**Run 1: logic cells by family**

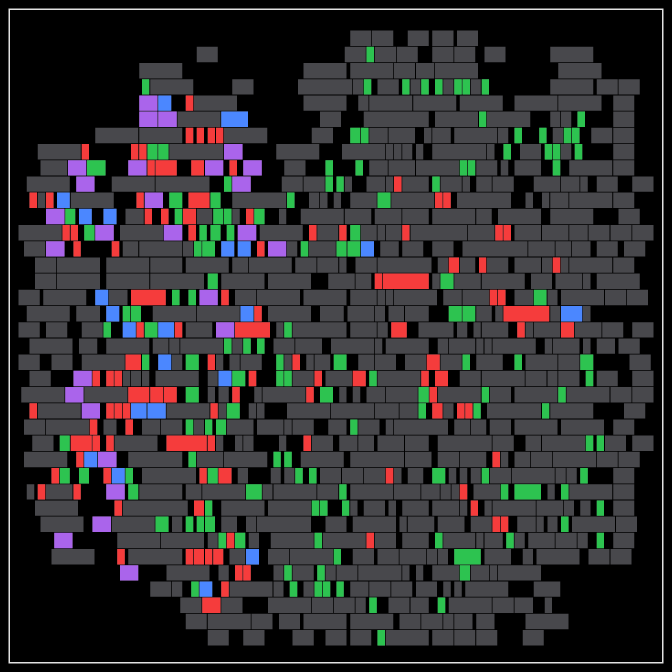
**Run 1: routing congestion**

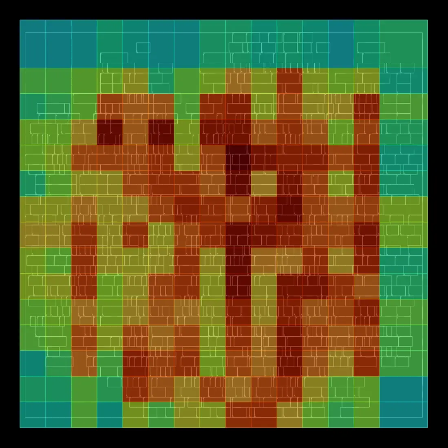
**Run 1: placed cells, one colour a class**

Scale bar: 20 µm.
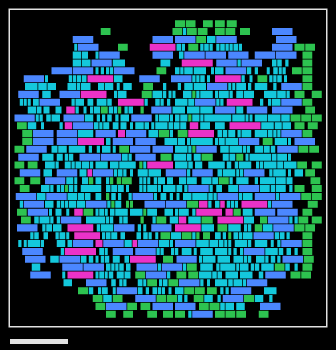
**Run 1: clock wires, drivers and flops**

Scale bar: 20 µm.
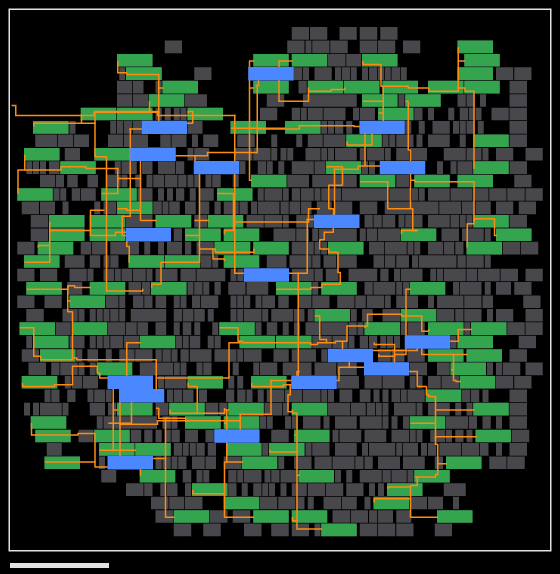
## src/rtl/lag_measure_ctrl_if.sv

```systemverilog
// Control/status bundle between the UI logic, the BCD tick counter and the
// photo-sensor front end on one side and lag_measure_ctrl on the other.
interface lag_measure_ctrl_if;
    logic        start;
    logic        abort;
    logic        sensor;
    logic [23:0] cnt_value;
    logic        flash;
    logic        cnt_clear;
    logic        cnt_tick;
    logic [23:0] last_lag;
    logic [23:0] min_lag;
    logic [23:0] max_lag;
    logic [7:0]  run_index;
    logic        busy;
    logic        done;
    logic        timeout;

    modport master (
        output start, abort, sensor, cnt_value,
        input  flash, cnt_clear, cnt_tick, last_lag, min_lag, max_lag,
               run_index, busy, done, timeout
    );

    modport slave (
        input  start, abort, sensor, cnt_value,
        output flash, cnt_clear, cnt_tick, last_lag, min_lag, max_lag,
               run_index, busy, done, timeout
    );
endinterface

```

## src/rtl/lag_measure_ctrl.sv

```systemverilog
// Display-lag measurement sequencer: IDLE -> CLEAR -> (DARK -> MEASURE -> CAP1 -> CAP2 -> GAP) x RUNS.
// Drives flash/counter control, captures BCD lag per run and tracks last/min/max.
module lag_measure_ctrl #(
    parameter int TICK_DIV      = 100,
    parameter int SETTLE_CYCLES = 1000,
    parameter int TIMEOUT_TICKS = 50000,
    parameter int RUNS          = 16
) (
    input  logic               i_clock,
    input  logic               i_reset_n,
    lag_measure_ctrl_if.slave  bus
);
    localparam int SW = $clog2(SETTLE_CYCLES + 1);
    localparam int PW = $clog2(TICK_DIV);
    localparam int TW = $clog2(TIMEOUT_TICKS + 1);
    localparam logic [SW-1:0] SETTLE_LAST = SW'(SETTLE_CYCLES - 1);
    localparam logic [PW-1:0] PRESC_LAST  = PW'(TICK_DIV - 1);
    localparam logic [TW-1:0] TICKS_MAX   = TW'(TIMEOUT_TICKS);
    localparam logic [7:0]    RUNS_N      = 8'(RUNS);
    localparam logic [23:0]   BCD_MAX     = 24'h999999;

    typedef enum logic [2:0] {
        S_IDLE, S_CLEAR, S_DARK, S_MEASURE, S_CAP1, S_CAP2, S_GAP
    } state_t;

    state_t        r_state;
    state_t        w_next;
    logic [SW-1:0] r_settle;
    logic [PW-1:0] r_presc;
    logic [TW-1:0] r_ticks;
    logic          r_flash, r_clear, r_tick, r_busy, r_done, r_timeout;
    logic [23:0]   r_last, r_min, r_max;
    logic [7:0]    r_run;
    logic          w_abort, w_timeout_hit, w_series_done, w_tick, w_measuring, w_lit;

    always_comb begin
        w_next        = r_state;
        w_timeout_hit = 1'b0;
        w_series_done = 1'b0;
        case (r_state)
            S_IDLE:    if (bus.start) w_next = S_CLEAR;
            S_CLEAR:   w_next = S_DARK;
            S_DARK:    if (!bus.sensor && r_settle == SETTLE_LAST) w_next = S_MEASURE;
            S_MEASURE: begin
                // Light detection takes precedence over a simultaneous timeout.
                if (bus.sensor) begin
                    w_next = S_CAP1;
                end else if (r_ticks == TICKS_MAX) begin
                    w_next        = S_IDLE;
                    w_timeout_hit = 1'b1;
                end
            end
            S_CAP1:    w_next = S_CAP2;
            S_CAP2:    w_next = S_GAP;
            S_GAP: begin
                if (r_run == RUNS_N) begin
                    w_next        = S_IDLE;
                    w_series_done = 1'b1;
                end else begin
                    w_next = S_DARK;
                end
            end
            default:   w_next = S_IDLE;
        endcase
        w_abort = bus.abort && (r_state != S_IDLE);
        if (w_abort) begin
            w_next        = S_IDLE;
            w_timeout_hit = 1'b0;
            w_series_done = 1'b0;
        end
        w_measuring = (r_state == S_MEASURE) && (w_next == S_MEASURE);
        w_tick      = w_measuring && (r_presc == PRESC_LAST);
        w_lit       = (w_next == S_MEASURE) || (w_next == S_CAP1) || (w_next == S_CAP2);
    end

    always_ff @(posedge i_clock) begin
        if (!i_reset_n) begin
            r_state   <= S_IDLE;
            r_settle  <= '0;
            r_presc   <= '0;
            r_ticks   <= '0;
            r_flash   <= 1'b0;
            r_clear   <= 1'b1;
            r_tick    <= 1'b0;
            r_busy    <= 1'b0;
            r_done    <= 1'b0;
            r_timeout <= 1'b0;
            r_last    <= '0;
            r_min     <= BCD_MAX;
            r_max     <= '0;
            r_run     <= '0;
        end else begin
            r_state <= w_next;
            r_flash <= w_lit;
            r_clear <= !w_lit;
            r_busy  <= (w_next != S_IDLE);
            r_done  <= w_series_done;
            r_tick  <= w_tick;

            // Settle counter only survives consecutive dark cycles spent in DARK.
            r_settle <= (r_state == S_DARK && !bus.sensor && w_next == S_DARK)
                        ? r_settle + 1'b1 : '0;
            r_presc  <= !w_measuring ? '0 : (r_presc == PRESC_LAST) ? '0 : r_presc + 1'b1;
            r_ticks  <= w_measuring ? r_ticks + TW'(w_tick) : '0;

            if (r_state == S_CLEAR && !w_abort) begin
                r_min     <= BCD_MAX;
                r_max     <= '0;
                r_run     <= '0;
                r_timeout <= 1'b0;
            end
            if (w_timeout_hit) r_timeout <= 1'b1;

            // Packed BCD orders the same as its unsigned binary encoding.
            if (r_state == S_CAP2 && !w_abort) begin
                r_last <= bus.cnt_value;
                if (bus.cnt_value < r_min) r_min <= bus.cnt_value;
                if (bus.cnt_value > r_max) r_max <= bus.cnt_value;
                r_run <= r_run + 8'd1;
            end
        end
    end

    assign bus.flash     = r_flash;
    assign bus.cnt_clear = r_clear;
    assign bus.cnt_tick  = r_tick;
    assign bus.last_lag  = r_last;
    assign bus.min_lag   = r_min;
    assign bus.max_lag   = r_max;
    assign bus.run_index = r_run;
    assign bus.busy      = r_busy;
    assign bus.done      = r_done;
    assign bus.timeout   = r_timeout;
endmodule

```

## src/flat_wrapper.sv

```systemverilog
// flat-port wrapper written by rule: the top's interface ports become plain ports
module lag_measure_ctrl_flat 
#(
    parameter int TICK_DIV      = 100,
    parameter int SETTLE_CYCLES = 1000,
    parameter int TIMEOUT_TICKS = 50000,
    parameter int RUNS          = 16
)
  (i_clock, i_reset_n, bus_start, bus_abort, bus_sensor, bus_cnt_value, bus_flash, bus_cnt_clear, bus_cnt_tick, bus_last_lag, bus_min_lag, bus_max_lag, bus_run_index, bus_busy, bus_done, bus_timeout);
  lag_measure_ctrl_if bus_i ();
  input  logic i_clock;
  input  logic i_reset_n;
  input wire logic [$bits(bus_i.start)-1:0] bus_start;
  input wire logic [$bits(bus_i.abort)-1:0] bus_abort;
  input wire logic [$bits(bus_i.sensor)-1:0] bus_sensor;
  input wire logic [$bits(bus_i.cnt_value)-1:0] bus_cnt_value;
  output wire logic [$bits(bus_i.flash)-1:0] bus_flash;
  output wire logic [$bits(bus_i.cnt_clear)-1:0] bus_cnt_clear;
  output wire logic [$bits(bus_i.cnt_tick)-1:0] bus_cnt_tick;
  output wire logic [$bits(bus_i.last_lag)-1:0] bus_last_lag;
  output wire logic [$bits(bus_i.min_lag)-1:0] bus_min_lag;
  output wire logic [$bits(bus_i.max_lag)-1:0] bus_max_lag;
  output wire logic [$bits(bus_i.run_index)-1:0] bus_run_index;
  output wire logic [$bits(bus_i.busy)-1:0] bus_busy;
  output wire logic [$bits(bus_i.done)-1:0] bus_done;
  output wire logic [$bits(bus_i.timeout)-1:0] bus_timeout;
  assign bus_i.start = bus_start;
  assign bus_i.abort = bus_abort;
  assign bus_i.sensor = bus_sensor;
  assign bus_i.cnt_value = bus_cnt_value;
  assign bus_flash = bus_i.flash;
  assign bus_cnt_clear = bus_i.cnt_clear;
  assign bus_cnt_tick = bus_i.cnt_tick;
  assign bus_last_lag = bus_i.last_lag;
  assign bus_min_lag = bus_i.min_lag;
  assign bus_max_lag = bus_i.max_lag;
  assign bus_run_index = bus_i.run_index;
  assign bus_busy = bus_i.busy;
  assign bus_done = bus_i.done;
  assign bus_timeout = bus_i.timeout;
  lag_measure_ctrl #(.TICK_DIV(TICK_DIV), .SETTLE_CYCLES(SETTLE_CYCLES), .TIMEOUT_TICKS(TIMEOUT_TICKS), .RUNS(RUNS)) u_core (.i_clock(i_clock), .i_reset_n(i_reset_n), .bus(bus_i));
endmodule
```

## config.mk

```make
export PLATFORM = sky130hd
export DESIGN_NAME = lag_measure_ctrl_flat
export DESIGN_NICKNAME = d
export VERILOG_FILES = /design/src/rtl/lag_measure_ctrl_if.sv /design/src/rtl/lag_measure_ctrl.sv /design/src/flat_wrapper.sv
export SDC_FILE = /design/constraint.sdc
export NUM_CORES = 1
export LEC_CHECK = 0
export CORE_UTILIZATION = 52
export CTS_CLUSTER_SIZE = 16
export DETAILED_ROUTE_END_ITERATION = 7
export GPL_TIMING_DRIVEN = 0
export PLACE_DENSITY = 0.88
export SLEW_MARGIN = 20
export SYNTH_ARGS = -nofsm -noshare
export SYNTH_HDL_FRONTEND = slang
export SYNTH_SLANG_ARGS = --single-unit
```

## constraint.sdc

```tcl
create_clock -name i_clock -period 2.98 [get_ports i_clock]
set_input_delay 0.596 -clock i_clock [delete_from_list [all_inputs] [get_ports i_clock]]
set_output_delay 0.596 -clock i_clock [all_outputs]
set_load 0.01 [all_outputs]
```

==> notes.md, run 1 <==
flow finished, numbers: Clock Latency Late Sink=slightly above 400 ps, hold bufs inserted after CTS=0, DR WL met3=1210 µm, num ports=about 120, Yosys Instances=around 700, metal2 WL=8830 µm, met1 wire length=6720 µm, adder share=0.110, GPL Wtd Cong=slightly above 0.9, synth warn=0, first-pass GRT wire length=roughly 27000 µm, most common logic cells in the final layout=dfxtp_1 (122), clkdlybuf4s50_1 (114), nand2_1 (97), vias in the first global route=about 5600, Synth Area in Compound Gates=0.129, area leader, netlist=dfxtp_1, yosys stat area=between 6000 and 7000 µm², Die Y=~110 µm, post-synthesis area per instance=around 8.7 µm², CP Capture Type=register, Worst-Margin Slew=681 ps, Max Root-Sink Buffers=2, Min-Delay Endpoint=u_core.r_presc[0], largest net degree at the start of global routing=17, I/O Buffers=about 110, Crit path largest cell delay=between 500 and 600 ps, final wirelength=17300 µm, root buf cell=clkbuf_16, Detailed Routing Iterations Pass 1=7, R2R setup slack=about 250 ps, DR vias/cell=about 6, Flops after synth=122, worst min path class=register to register, RR Endpoint=u_core.r_ticks[12], Tmin final=~3000 ps, drt drc=0, startpoint types=primary input, chip area=12000 µm², Post-synth seq share=0.407, Syn-to-layout area delta=33.3%, Synth cell types=61, area fraction in and, or, nand and nor cells=0.219, number of synthesized flops with an enable pin=0, Worst Clk Skew=between 9 and 10 ps, crit path max fanout=10, Slew Limit Fails=0, Most common cell on crit path=nor4_4, clock sink total=approximately 120, fp_density=0.544, GRT overflow=0, post-synth top area share=0.407, share of cells above drive strength 1=0.0918, gr usage total=0.293, drt first-iter violations=between 400 and 500, worst IR drop on VDD=approximately 0.35 mV, CP startpoint=bus_cnt_value[23], CTS buffer count=17, chip width=109 µm, CP max-delay cell=clkdlybuf4s50_1, DR top layer=met4, critical path data required time=around 3300 ps, MUX share of area=0.0400, critical path arrival=around 3300 ps, cells along the critical path=clkdlybuf4s50_1, ha_1, nand4_2, nor4_4, a21o_4, nor2_2, nor4_4, buf_6, a22o_1, main area contributors after synthesis=dfxtp_1 (41%), ha_1 (11%), nand2_1 (6.1%), nor2_1 (5.4%), mux2i_1 (4.0%), final hold violations=0, FF-to-FF path depth=12, clk slew on worst S/H paths=around 60 ps, setup violators final=0, Hold Crit Depth=1, H-tree depth=4, TritonCTS clock tree=done, stage-log warning count=27, f_max=roughly 0.34 GHz, RR Startpoint=u_core.r_ticks[4], MaxCap Viol Count=0, Setup CP Type=primary input to register, Syn Inst Count=approximately 690, Area after DPL=7320 µm², antenna-violating nets left=0, Vias=5731, asr flop ratio synth=0, net count reported at finish=slightly above 900, Hold Startpoint=u_core.r_presc[0], Slew Limit Headroom=0.546, DP HPWL=12000 µm, status=complete, no violations, P per Cell Area=approximately 500 nW/µm², final worst-path cycle share=0.982, top comb family, area=simple AND/OR/NAND/NOR gates
## Picture notes: 'logic cells by family'
green -> nand cells  # cells 142, where spread over the die
red -> nor cells  # cells 111
purple -> xor and xnor cells  # cells 27
blue -> and/or cells  # cells 22
combinational share of cell area: 0.409
fin cells: 979
most common cell after layout, fill and taps aside: dfxtp_1

## Picture notes: 'routing congestion'
M3 GR Usage: 0.0581
final core occ: 0.726
drt wl/cell: 17.7 µm
met1 Use GR: 0.324

## Picture notes: 'placed cells, one colour a class'
blue -> registers  # cells 122, share of their area 31%
green -> remaining buffers and delay cells  # cells 142, share of their area 17%
magenta -> clock drivers and dummy loads  # cells 32, share of their area 7.7%
cyan -> remaining logic cells  # cells 543, share of their area 44%
flop share of the area: 0.305
row cnt: 38
Design Area, Final: 8010 µm²
total core area: 11000 µm²

## Picture notes: 'clock wires, drivers and flops'
green -> flip-flops  # count 122
blue -> clock-net drivers  # count 17
orange -> clock wires  # length 1590 µm
routed clock nets = 18
Clock Power Share: 0.522
Clock net power: 2.10 mW

run 1: sequential cells by signal, indices dropped and copies added (netlist names):
register              cells
u_core.bus.min_lag       24
u_core.r_presc            7
u_core.r_settle          10
u_core.bus.cnt_clear      1
u_core.bus.flash          1
u_core.bus.timeout        1
u_core.r_ticks           16
u_core.bus.done           1
u_core.bus.busy           1
u_core.bus.max_lag       24
u_core.bus.run_index      8
u_core.bus.last_lag      24
u_core.bus.cnt_tick       1
u_core.r_state            3
run 1: cell usage after synthesis, drive strengths merged (4+ instances only):
library cell / count
nor3: 7
clkbuf: 15
o21ai: 13
inv: 55
mux2i: 24
nand2b: 5
nor4bb: 4
nand2: 98
nand4: 14
a21oi: 45
xnor2: 12
nand3: 23
nor2: 89
dfxtp: 122
ha: 53
buf: 9
a22o: 26
a211oi: 5
xor2: 15
nor4: 4
and3: 11
run 1: metal layers:
metal,GRT usage,up-vias
met2,0.539,247
met1,0.324,2775
met3,0.0581,54
met4,0.136,0
li1,-,2655
met5,0,-
run 1: final cells by class:
cell class	count	area, µm²	area share
Inverter	55	206	0.0258
Buffer	24	130	0.0163
Multi-Input combinational cell	488	3280	0.409
Tap cell	140	175	0.0219
Clock buffer	17	425	0.0531
Clock inverter	15	178	0.0222
Sequential cell	122	2440	0.305
Timing Repair Buffer	118	1170	0.146
run 1: where the power goes:
part / leakage (nW) / internal [mW] / switching, mW
Clock: 0.281 / 1.31 / 0.792
Sequential: 0.983 / 1.64 / 0.00849
Combinational: 1.72 / 0.115 / 0.165
Total: 2.99 / 3.07 / 0.965
run 1: critical path, delay by kind of cell:
| family | cells | cell delay (ps) |
|---|---|---|
| adders and majority gates | 1 | 420 |
| AOI/OAI and AO/OA | 2 | 370 |
| and+or+nand+nor | 4 | 1070 |
| buffers and inverters | 2 | 800 |
run 1: repair_timing:
item	CTS	global route
gates resized	5	7
setup buffers	1	3
pin swaps	1	1
setup endpoints to repair	26	28
run 1: cells by family after synthesis:
logic type      count (synthesis)
compound gates                109
simple gates                  275
xor+xnor                       27
fa+ha+maj                      53
buf+inv                        79
mux                            24
flops                         122
run 1: worst max-delay path by stage:
stage | end | slack (ps) | cells past startpoint
2_1_floorplan | u_core.r_ticks[15] | 490 | 10
3_3_place_gp | u_core.bus.max_lag[4] | -360 | 9
3_5_place_dp | u_core.r_ticks[12] | -460 | 12
4_1_cts | u_core.r_ticks[12] | 20 | 12
5_1_grt | u_core.r_ticks[12] | -6 | 11
6_report | u_core.bus.max_lag[3] | 50 | 9
run 1: metrics by stage:
| stage | total power [mW] | setup WS [ps] | hold slack [ps] | setup TNS [ps] | utilization |
|---|---|---|---|---|---|
| 2_1_floorplan | 1.82 | 490 | 413 | 0 | - |
| 3_3_place_gp | 1.93 | -356 | 424 | -10070 | 0.664 |
| 3_5_place_dp | 1.94 | -460 | 433 | -13600 | 0.664 |
| 4_1_cts | 4.02 | 22.1 | 444 | 0 | 0.721 |
| 5_1_grt | 4.13 | -6.46 | 454 | -6.46 | 0.726 |
| 6_report | 4.03 | 53.3 | 447 | 0 | 0.726 |
## Run 2: what changed since run 1
CORE_UTILIZATION = 35   (was 52)
PLACE_DENSITY = 0.66   (was 0.88)
==> notes.md, run 2 <==
flow finished, numbers: status=complete, no violations, cells along the critical path=clkdlybuf4s50_1, ha_1, nand4_2, inv_1, a221oi_2, nor2_2, nor4_4, buf_6, a22o_1, worst min path class=register to register, final worst-path cycle share=0.936 (-0.0461), Area after DPL=7420 µm² (+1.4%), met1 Use GR=0.231 (-0.0926), post-synth top area share=0.407 (unchanged), P per Cell Area=491 nW/µm² (-2.6%), Syn Inst Count=689 (unchanged), chip area=17700 µm² (+48%), startpoint types=primary input, GR Util met2=0.306 (-0.233), fp_density=0.361 (-0.184), largest net degree at the start of global routing=17 (unchanged), CP max-delay cell=clkdlybuf4s50_1, Vias=5170 (-9.8%), area leader, netlist=dfxtp_1, Switch Pwr=0.914 mW (-5.2%), CP Capture Type=register, Tmin final=2790 ps (-137 ps), most common cell after layout, fill and taps aside=dfxtp_1, Yosys Instances=689 (unchanged), synth warn=0 (unchanged), GRT overflow=0 (unchanged), main area contributors after synthesis=dfxtp_1 (41%), ha_1 (11%), nand2_1 (6.1%), nor2_1 (5.4%), mux2i_1 (4.0%), Clock Power Share=0.515 (-0.007), total core area=16600 µm² (+51%), final hold violations=0 (unchanged), first-pass GRT wire length=25500 µm (-5.1%), net count reported at finish=907 (-0.11%), CTS buffer count=17 (unchanged), crit path max fanout=10 (unchanged), post-synthesis area per instance=8.72 µm² (unchanged), row cnt=47 (+24%), clk slew on worst S/H paths=60 ps (about the same), Slew Limit Headroom=0.540 (-0.00568), Worst-Margin Slew=690 ps (+8.52 ps), Post-synth top cells=dfxtp_1 (122), nand2_1 (97), nor2_1 (86), inv_1 (54), ha_1 (53), drt wl/cell=14.9 µm (-16%), Design Area, Final=8060 µm² (+0.63%), MaxCap Viol Count=0 (unchanged), Syn-to-layout area delta=34.1%, f_max=0.358 GHz (+4.9%), vias in the first global route=4980 (-11%), antenna-violating nets left=0 (unchanged), stage-log warning count=28 (+3.7%), switch share=0.231 (-0.00788), Bufs and invs on worst path=3 (+1), DP HPWL=11700 µm (-2.5%), Comb power frac=0.067 (-0.002), asr flop ratio synth=0 (unchanged), Setup CP Type=primary input to register, final core occ=0.484 (-0.242), gr usage total=0.186 (-0.107), TritonCTS clock tree=done, root buf cell=clkbuf_16, num ports=115 (unchanged), Flops after synth=122 (unchanged), chip width=133 µm (+21%), Synth cell types=61 (unchanged), yosys stat area=6010 µm² (unchanged), H-tree depth=4 (unchanged), critical path data required time=3350 ps (+20 ps), setup_tns=0 ps (unchanged), drt first-iter violations=249 (-44%), most frequent cell after synthesis=dfxtp_1, cell family with most CP delay=buffers and inverters, Detailed Routing Iterations Pass 1=4 (-3), fin cells=1058 (+8.1%), clock sink total=122 (unchanged), Crit path largest cell delay=650 ps (+60 ps), Max Root-Sink Buffers=2 (unchanged), drt drc=0 (unchanged), GPL Wtd Cong=0.780 (-14%), R2R setup slack=220 ps (-30 ps), I/O Buffers=114 (unchanged), worst IR drop on VDD=0.378 mV (+8.2%), final wirelength=15800 µm (-9.1%), number of synthesized flops with an enable pin=0 (unchanged), share of cells above drive strength 1=0.0871 (-0.00466), Main synth FF type=dfxtp_1, DR vias/cell=4.89 (-17%), Die Y=133 µm (+21%)
## run 2: cell counts after synthesis
Identical to the previous run, type by type.
## run 2: area by class of cell
type                            count  area (µm²)
Timing Repair Buffer              117        1160
Buffer                             24         125
Clock buffer                       20         467
Multi-Input combinational cell    488        3250
Fill cell                        1577        8590
Tap cell                          220         275
Clock inverter                     12         123
Inverter                           55         206
Sequential cell                   122        2440
## run 2: per-layer routing
layer | up-vias | part of all wire
li1 | 2630 | -
met4 | 0 | 0.014
met3 | 15 | 0.061
met5 | - | 0
met2 | 115 | 0.48
met1 | 2410 | 0.44
## run 2: worst reg2reg max path: stages, from the launching register on
cell	delay (ps)
dfxtp_1	350
nor4bb_1	360
nand4_1	180
and2_2	280
a211oi_2	340
nor4bb_1	110
ha_1	260
ha_1	240
nand4_1	160
nor2_1	80
nand2_1	80
xor2_1	150
nor2_1	50
## run 2: final timing paths
check | start | end | cells after the start
hold / removal | u_core.r_presc[0] | u_core.r_presc[0] | 1
setup / recovery | bus_cnt_value[23] | u_core.bus.max_lag[4] | 9
setup reg to reg | u_core.r_ticks[14] | u_core.r_ticks[14] | 12
hold reg to reg | u_core.r_presc[0] | u_core.r_presc[0] | 1
## run 2: stage by stage
stage | hold slack (ps) | setup WS (ps) | power, mW
after floorplan | 413 | 490 | 1.82
after global placement | 428 | -461 | 1.94
after detailed placement | 447 | -487 | 1.94
after CTS | 454 | -23.8 | 3.99
after global routing | 467 | -4.31 | 4.11
final | 446 | 191 | 3.95
## run 2: cell families after synthesis
group / count (synthesis) / share of synthesized area
compound gates: 109 / 0.129
simple gates: 275 / 0.219
fa+ha+maj: 53 / 0.110
buf+inv: 79 / 0.0552
mux: 24 / 0.0400
xor+xnor: 27 / 0.0394
flops: 122 / 0.407
## run 2: power groups by stage
stage / clock (mW) / sequential [mW] / combinational [mW]
6_report: 2.04 / 1.65 / 0.266
4_1_cts: 2.07 / 1.65 / 0.264
3_5_place_dp: 0 / 1.68 / 0.260
3_3_place_gp: 0 / 1.68 / 0.259
5_1_grt: 2.16 / 1.65 / 0.295
2_1_floorplan: 0 / 1.69 / 0.137
## run 2: timing repair
action / in CTS / in global routing
endpoints found under the setup margin: 20 / 33
gates resized: 0 / 6
pin swaps: 1 / 3
hold buffers: 0 / 0
buffers inserted: 1 / 2
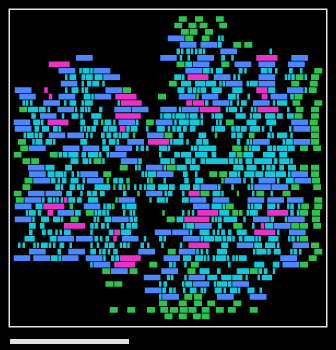
**Above:** run 2 (placed cells, one colour a class).
Scale bar: 50 µm.
blue -> registers  # cells 122, share of their area 31%
green -> remaining buffers and delay cells  # cells 141, share of their area 17%
cyan -> remaining logic cells  # cells 543, share of their area 44%
magenta -> clock drivers and dummy loads  # cells 32, share of their area 7.6%

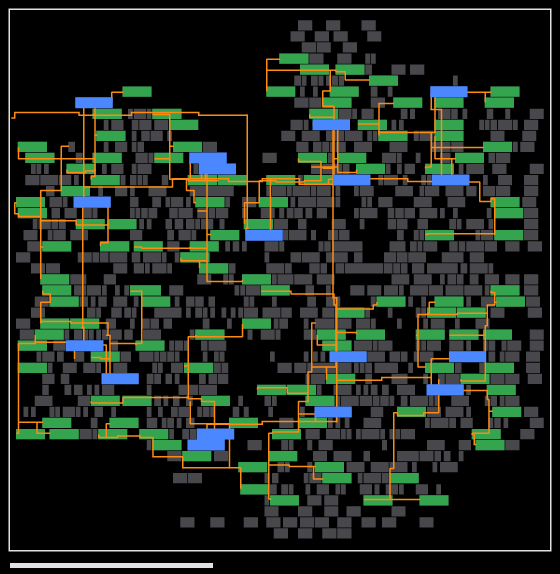
**Above:** run 2 (clock wires, drivers and flops).
Scale bar: 50 µm.
orange -> clock wires  # length 1660 µm
blue -> clock-net drivers  # count 17
green -> flip-flops  # count 122
routed clock nets = 18
Clock Latency Late Sink: 420 ps
Worst Clk Skew: 6.49 ps

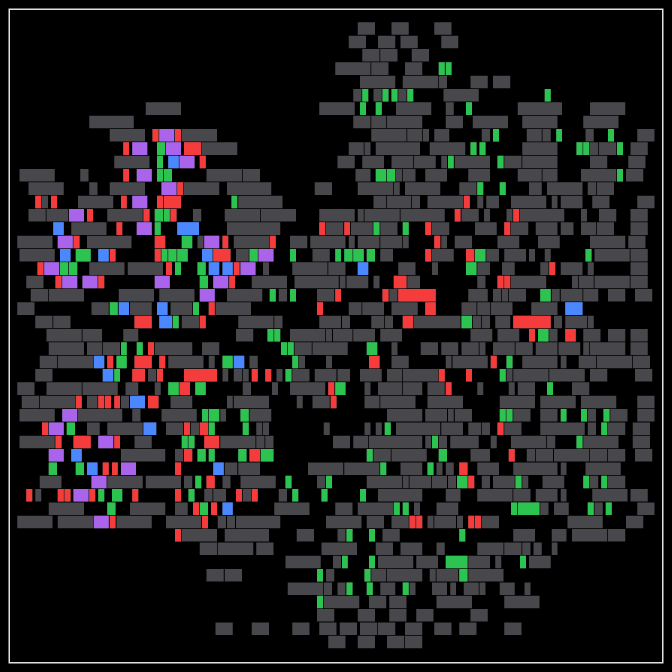
**Above:** run 2 (logic cells by family).
red -> nor cells  # cells 111
green -> nand cells  # cells 142
purple -> xor and xnor cells  # cells 27
blue -> and/or cells  # cells 22, where west

## Run 3: what changed since run 2
CORE_MARGIN = 3   (was unset)
==> notes.md, run 3 <==
flow finished, numbers: Post-synth top cells=dfxtp_1 (122), nand2_1 (97), nor2_1 (86), inv_1 (54), ha_1 (53), number of synthesized flops with an enable pin=0 (unchanged), pre-CTS setup slack=-458 ps (+29.0 ps), critical path data required time=3340 ps (about the same), total core area=16700 µm² (+0.35%), vias in the first global route=4974 (-0.12%), RSZ-0062 raised after global routing=false, setup violators final=0, net count reported at finish=908 (+0.11%), Synth cell types=61 (unchanged), chip area=18800 µm² (+6.1%), initial antenna violation count=0, gr usage total=0.176 (-0.00997), CTS buffer count=17 (unchanged), I/O Buffers=114 (unchanged), GRT overflow=0 (unchanged), TritonCTS clock tree=done, PnR worst setup slack=144 ps (-46.3 ps), Detailed Routing Iterations Pass 1=4 (unchanged), Seq. cell area=2440 µm² (about the same), stage-log warning count=27 (-3.6%), Max Root-Sink Buffers=2 (unchanged), WHS=442 ps (-3.80 ps), largest net degree at the start of global routing=17 (unchanged), final hold violations=0 (unchanged), most common cell after layout, fill and taps aside=dfxtp_1, antenna-violating nets left=0 (unchanged), fill cell count=1612 (+2.2%), Setup CP Type=primary input to register, Clock Latency Late Sink=420 ps (about the same), ant diodes=0, most frequent cell after synthesis=dfxtp_1, worst IR drop on VDD=0.410 mV (+8.4%), clock sink total=122 (unchanged), H-tree depth=4 (unchanged), Area after DPL=7420 µm² (unchanged), DR vias/cell=4.95 (+1.2%), asr flop ratio synth=0 (unchanged), Synthesized Nets=just under 800, status=complete, no violations, RR Startpoint=u_core.r_state[1], hold bufs inserted after CTS=0 (unchanged), logic area=3270 µm² (+0.50%), chip width=137 µm (+3.0%), Worst-Margin Slew=715 ps (+25.7 ps), worst min path class=register to register, fp_density=0.360 (-0.00127), Vias=5239 (+1.3%), Most common cell on crit path=nor4_4, Main synth FF type=dfxtp_1, area leader, netlist=dfxtp_1, cells along the critical path=clkdlybuf4s50_1, ha_1, nand4_2, nor4_4, a21o_4, nor2_2, nor4_4, buf_6, a22o_1, synth warn=0 (unchanged), post-synthesis area per instance=8.72 µm² (unchanged), Tmin final=2840 ps (+46.3 ps), Flops after synth=122 (unchanged), most common logic cells in the final layout=dfxtp_1 (122), clkdlybuf4s50_1 (113), nand2_1 (97), post-synth top area share=0.407 (unchanged), Syn-to-layout area delta=34.9%, Yosys Instances=689 (unchanged), drt drc=0 (unchanged), Hold Startpoint=u_core.r_presc[0], Leak=about 3.0 nW, mapped cell area=6010 µm², drt wl/cell=15.4 µm (+3.3%), Syn Inst Count=689 (unchanged), P per Cell Area=500 nW/µm² (+1.9%), GPL Wtd Cong=0.841 (+7.8%), CP max-delay cell=clkdlybuf4s50_1, drt first-iter violations=284 (+14%), yosys stat area=6010 µm² (unchanged), Slew Limit Fails=0, setup_tns=0 ps (unchanged), root buf cell=clkbuf_16, Slew Limit Headroom=0.523 (-0.0171), final worst-path cycle share=0.952 (+0.0155), f_max=0.353 GHz (-1.6%), Die Y=137 µm (+3.0%), share of cells above drive strength 1=0.0834 (-0.00368), crit path max fanout=10 (unchanged), Post-synth seq share=0.407, CP Capture Type=register, row cnt=47 (unchanged), final wirelength=16300 µm (+3.4%), Crit path largest cell delay=550 ps (-100 ps), critical path arrival=approximately 3200 ps, startpoint types=primary input, CP startpoint=bus_cnt_value[23], first-pass GRT wire length=25600 µm (+0.49%), MaxCap Viol Count=0 (unchanged), main area contributors after synthesis=dfxtp_1 (41%), ha_1 (11%), nand2_1 (6.1%), nor2_1 (5.4%), mux2i_1 (4.0%), DP HPWL=11900 µm (+1.6%), num ports=115 (unchanged), clk slew on worst S/H paths=50 ps (about the same)
-- run 3: cell counts after synthesis --
No cell type changed its count.
-- run 3: path summary, 6_finish.rpt --
kind              slack [ps]                     end  cells after the start
setup / recovery         140  u_core.bus.max_lag[23]                      9
hold / removal           440       u_core.r_presc[0]                      1
setup reg to reg         240      u_core.r_ticks[14]                     12
hold reg to reg          440       u_core.r_presc[0]                      1
-- run 3: where the power goes --
| group | internal [mW] | switching [mW] |
|---|---|---|
| Combinational | 0.114 | 0.160 |
| Sequential | 1.64 | 0.00809 |
| Clock | 1.40 | 0.730 |
| Total | 3.15 | 0.898 |
-- run 3: layout make-up --
type	count	share of cell area
Multi-Input combinational cell	488	0.403
Sequential cell	122	0.302
Timing Repair Buffer	118	0.145
Clock buffer	24	0.0607
Tap cell	220	0.0340
Inverter	55	0.0255
Buffer	24	0.0158
Clock inverter	8	0.0142
-- run 3: critical path, delay by kind of cell --
kind / cells / cell delay [ps]
AND-OR/OR-AND: 2 / 350
AND/OR/NAND/NOR: 4 / 1080
buffers and inverters: 2 / 760
adder cells (fa/ha/maj): 1 / 400
-- run 3: cell families after synthesis --
logic type	after synthesis	synth area share
mux	24	0.0400
buf+inv	79	0.0552
xor+xnor	27	0.0394
simple gates	275	0.219
flops	122	0.407
fa+ha+maj	53	0.110
compound gates	109	0.129
-- run 3: metrics by stage --
step | power (mW) | std cells
finish | 4.05 | 1059
CTS | 4.08 | 1056
floorplan | 1.82 | 689
detailed placement | 1.95 | 1023
global placement | 1.94 | 1023
global route | 4.18 | 1059
-- run 3: what timing repair did --
action                                 CTS  global route
resized                                  2             8
setup buffers                            1             3
setup endpoints to repair                6            27
endpoints found under the hold margin    0             0
pin swaps                                1             1
-- run 3: per-layer routing --
| metal | routed length, µm | global-route usage |
|---|---|---|
| met4 | 183 | 0.0460 |
| met3 | 861 | 0.0478 |
| met2 | 7770 | 0.295 |
| met1 | 7480 | 0.224 |
| met5 | 0 | 0 |
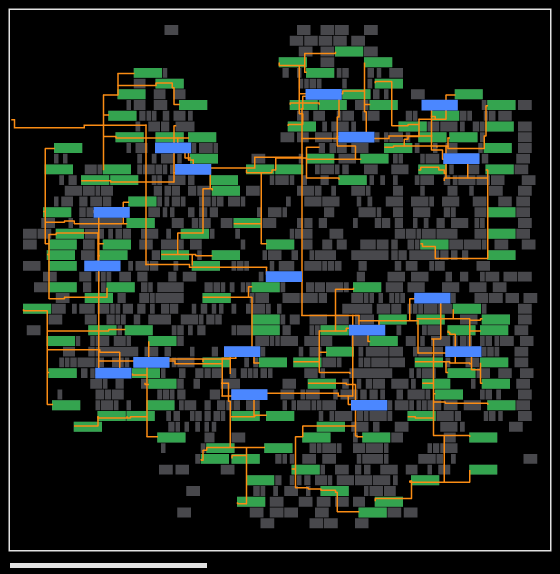
**Above:** run 3 (clock wires, drivers and flops).
Scale bar: 50 µm.
orange -> clock wires  # length 1750 µm
green -> flip-flops  # count 122
blue -> clock-net drivers  # count 17
flops lie = spread over the die
routed clock nets = 18
Clock net power: 2.13 mW
Worst Clk Skew: 9.01 ps
Clock Power Share: 0.525

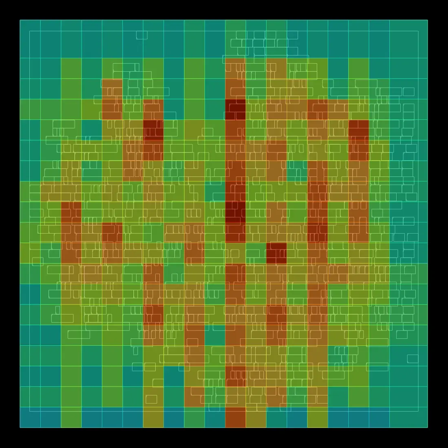
**Above:** run 3 (routing congestion).
most used routing layer: met2
M3 GR Usage: 0.0478

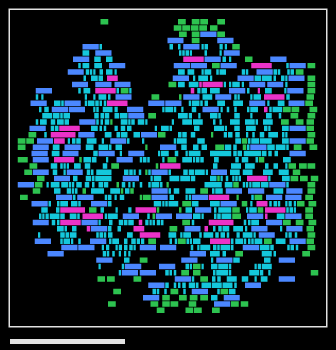
**Above:** run 3 (placed cells, one colour a class).
Scale bar: 50 µm.
green -> remaining buffers and delay cells  # cells 142, share of their area 17%
magenta -> clock drivers and dummy loads  # cells 32, share of their area 7.8%
cyan -> remaining logic cells  # cells 543, share of their area 44%
blue -> registers  # cells 122, share of their area 31%
final core occ: 0.485
flop share of the area: 0.302
Design Area, Final: 8100 µm²

Power figures rest on the tool's default switching activity, not on a simulated workload.
